Figure 1. M3 wires.
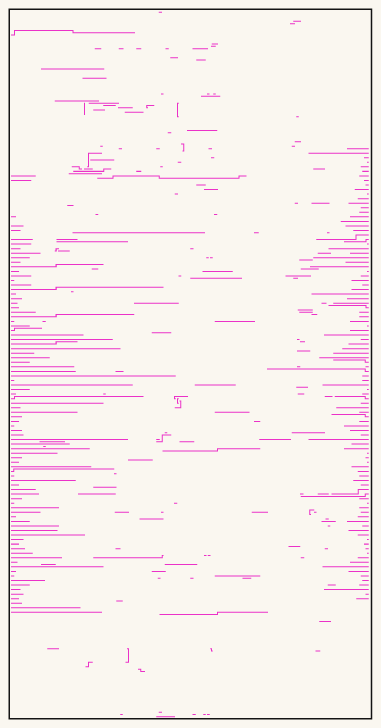
Figure 2. Wiring by layer.
Bar = 20 um. Two of the layers only.
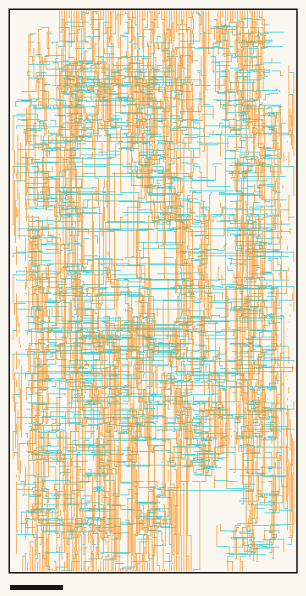
Figure 3. Metal 2.
Bar = 20 um.
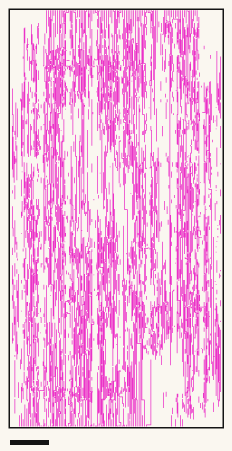
Figure 4. Supply network.
Bar = 20 um. Pins as bars on the die edge.
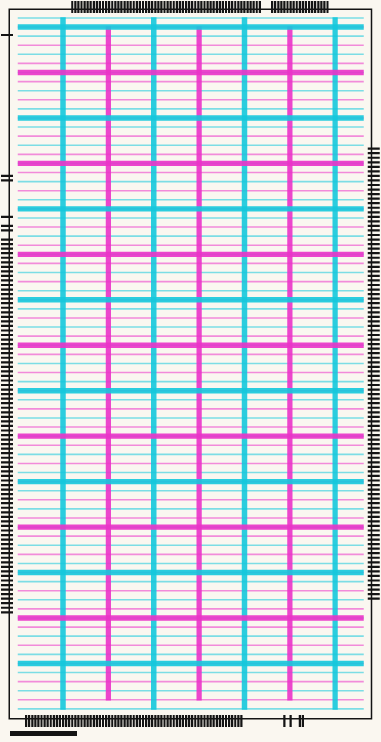
Design dcache_port_arbiter, sky130hd; sources not shown.
==> results.py <==
# Synthesis and PnR figures
metrics = {
    "power_and_ir_drop": {
        "leakagePower_nw": 5.287,
        "p_per_area_nw_per_um2": 876.4,
    },
    "layout": {
        "antenna_cells": 1,
        "inverters": 101,
        "sequential_cell_area_um2": 3492,
        "area_growth_syn_to_layout_pct": 69.71,
        "num-fill-cells": 1814,
        "final_standard_cell_utilization_of_the_core_pct": 66.80,
        "layout.clock_buffers": 17,
        "cell_class_with_the_largest_area_share": "buffers",
        "design.final.nets": 1577,
    },
    "synth": {
        "synth.net_count": 1180,
        "ys_cells": 1003,
        "synthTopCellsByCount": "sky130_fd_sc_hd__dfxtp_1, sky130_fd_sc_hd__nand2_1, sky130_fd_sc_hd__inv_1",
        "enable_flop_cells": 0,
        "topCellsByArea": "sky130_fd_sc_hd__dfxtp_1, sky130_fd_sc_hd__nand2_1, sky130_fd_sc_hd__a221oi_2",
        "netlist_area_um2": 8422,
        "synth-warning-count": 0,
        "synth_area_leader_cell": "sky130_fd_sc_hd__dfxtp_1",
        "flop_cell": "sky130_fd_sc_hd__dfxtp_1",
        "top_cell_area_share_pct": 41.36,
    },
    "setup_path": {
        "cp_slowest_stage_delay_ns": 0.53,
        "count_of_buffering_cells_on_the_critical_path_with_inverters_included": 4,
        "crit_path_cell_trace": "buf_6 > or4_4 > o41ai_4 > buf_6 > buf_12 > buf_8 > o22a_1",
        "cpLargestDelayFamily": "buffers and inverters",
        "critPathLaunchType": "flip-flop",
        "worst_setup_path_end_kind": "flip-flop",
        "worstPathMaxFanout": 6,
        "timing.critical_path.required_ns": 1.98,
        "timing.critical_path.slowest_stage_cell": "sky130_fd_sc_hd__or4_4",
        "worstRegToRegCells": 7,
        "regToRegSetupSlack_ns": -0.1,
        "path_class": "reg2reg",
        "timing.critical_path.depth": 7,
        "worst_path_most_repeated_cell": "sky130_fd_sc_hd__buf_6",
    },
    "placed_design": {
        "port-buffer-count": 342,
        "placer_congestion_estimate": 0.8792,
        "dp_slack_ns": -0.9344,
    },
    "global_routing": {
        "grt_pass1_vias": 9507,
        "grt_max_degree": 19,
        "antenna_found_initial": 1,
        "grt_pass1_wl_mm": 51.09,
    },
    "detailed_routing": {
        "ant_nets": 0,
        "number_of_iterations_in_the_first_detailed_routing_pass": 5,
        "detail_route.iter0.violations": 388,
        "via_per_inst": 5.506,
    },
    "floorplanning": {
        "core.rowCount": 76,
        "num_tap_cells": 273,
        "design.portCount": 345,
        "initCoreUtil_pct": 39.36,
        "dieArea_um2": 22860,
    },
    "timing": {
        "timing.final.ws_setup_ns": -0.09643,
        "timing.final.crit_share_pct": 106.0,
        "finalCriticalPeriod_ns": 1.696,
        "fin_tns_setup_ns": -2.167,
        "clock_skew_ns": 0.01037,
        "finalSetupViolCount": 35,
    },
    "outcome": {
        "status": "finished with violations",
        "failed_checks": "negative setup slack",
    },
    "clock_network": {
        "worst_skew_pair.late_latency_ns": 0.44,
        "cts_buffers": 17,
        "root_buffer": "sky130_fd_sc_hd__clkbuf_16",
        "clock_path_buffers": 2,
        "cts.sinks": 174,
        "clk_pin_slew_ns": 0.07,
    },
    "hold_path": {
        "hold_depth": 4,
    },
    "run": {
        "cap_violations": 0,
        "warnings": 29,
    },
}
About Figure 1:
The wires run mostly horizontal. The layer carries 2250 um of wire. 272 nets have wire on it. The layer holds 6.4% of the routed length. The longest straight run is 49.0 um.
wire length reported by the detailed router: 35.13 mm
DR vias: 9289
met3 track demand over resource: 7.728%

About Figure 2:
Cyan stands for met1, wire length 11500 um. Orange stands for met2, wire length 19400 um.
average wire length per cell after detail routing: 20.82 um
global router's overall resource usage: 29.53%

About Figure 3:
The wires run mostly vertical. The layer carries 19400 um of wire. The longest straight run is 117 um.
routing usage on met2: 57.80%

About Figure 4:
Cyan stands for VSS. Magenta stands for VDD.
15 straps on met5. 345 signal pins sit on the boundary. 7 straps on met4. The core has 76 rows.
Horiz. Die Dim: 107.9 um
worst vdd ir: 0.6257 mV
Core Area: 21400 um^2

layout by cell type (no fill, tap or decap), types with 4 or more instances in the layout:
cell and instances:
sky130_fd_sc_hd__clkdlybuf4s50_1 337, sky130_fd_sc_hd__dfxtp_1 169, sky130_fd_sc_hd__clkbuf_4 8, sky130_fd_sc_hd__a211oi_2 37
sky130_fd_sc_hd__o21ai_0 42, sky130_fd_sc_hd__nand2_1 110, sky130_fd_sc_hd__inv_8 5, sky130_fd_sc_hd__o22a_1 32
sky130_fd_sc_hd__inv_6 4, sky130_fd_sc_hd__clkbuf_16 22, sky130_fd_sc_hd__nand2_4 18, sky130_fd_sc_hd__nand2b_1 65
sky130_fd_sc_hd__dfxtp_2 4, sky130_fd_sc_hd__clkbuf_2 23, sky130_fd_sc_hd__clkbuf_8 6, sky130_fd_sc_hd__a221oi_2 48
sky130_fd_sc_hd__o21ai_2 12, sky130_fd_sc_hd__buf_6 22, sky130_fd_sc_hd__a21oi_1 47, sky130_fd_sc_hd__o41ai_1 4
sky130_fd_sc_hd__nand2_2 5, sky130_fd_sc_hd__buf_8 6, sky130_fd_sc_hd__o21ai_1 15, sky130_fd_sc_hd__a21oi_2 23
sky130_fd_sc_hd__inv_1 100, sky130_fd_sc_hd__buf_12 9, sky130_fd_sc_hd__nand4_1 32, sky130_fd_sc_hd__a221oi_1 15
sky130_fd_sc_hd__clkbuf_1 21, sky130_fd_sc_hd__nor2_1 7, sky130_fd_sc_hd__nor3b_1 8, sky130_fd_sc_hd__nand3b_1 5
sky130_fd_sc_hd__buf_2 9, sky130_fd_sc_hd__a211oi_1 27, sky130_fd_sc_hd__nand4b_1 33, sky130_fd_sc_hd__buf_4 34
per-stage QoR:
step | cell area [um^2] | hold WS [ns] | std cells
after floorplan | 8422 | 0.2960 | 1003
after global placement | 12190 | 0.4416 | 1618
after detailed placement | 12190 | 0.4459 | 1618
after CTS | 13690 | 0.2709 | 1678
after global routing | 14290 | 0.2432 | 1687
final | 14290 | 0.2066 | 1687
per-layer routing:
metal | wire (um) | up-vias | share of wire (%) | global-route usage (%)
li1 | - | 4371 | - | -
met1 | 11470 | 4403 | 33 | 26.54
met2 | 19440 | 406 | 55 | 57.80
met3 | 2252 | 109 | 6.4 | 7.728
met4 | 1958 | 0 | 5.6 | 15.74
met5 | 0 | - | 0 | 0
repair_timing:
item,CTS,global route
endpoints found under the setup margin,168,164
endpoints found under the hold margin,0,0
gates cloned,7,4
buffers inserted,24,9
pin swaps,7,49
hold buffers,0,0
gates resized,213,149
where the power goes:
| group | internal, mW | leakage [nW] | total [mW] | switching [mW] |
|---|---|---|---|---|
| sequential | 4.68 | 1.43 | 4.90 | 0.214 |
| combinational | 1.85 | 3.58 | 3.37 | 1.52 |
| clock | 2.23 | 0.283 | 4.26 | 2.03 |
| total | 8.76 | 5.29 | 12.5 | 3.76 |
logic make-up after synthesis:
family / count (synthesis) / share of synthesized area [%]
fa+ha+maj: 2 / 0.2971
simple gates: 304 / 19.77
compound gates: 313 / 27.95
flops: 174 / 41.36
buf+inv: 210 / 10.62
Power is estimated from default activity; no workload was simulated.
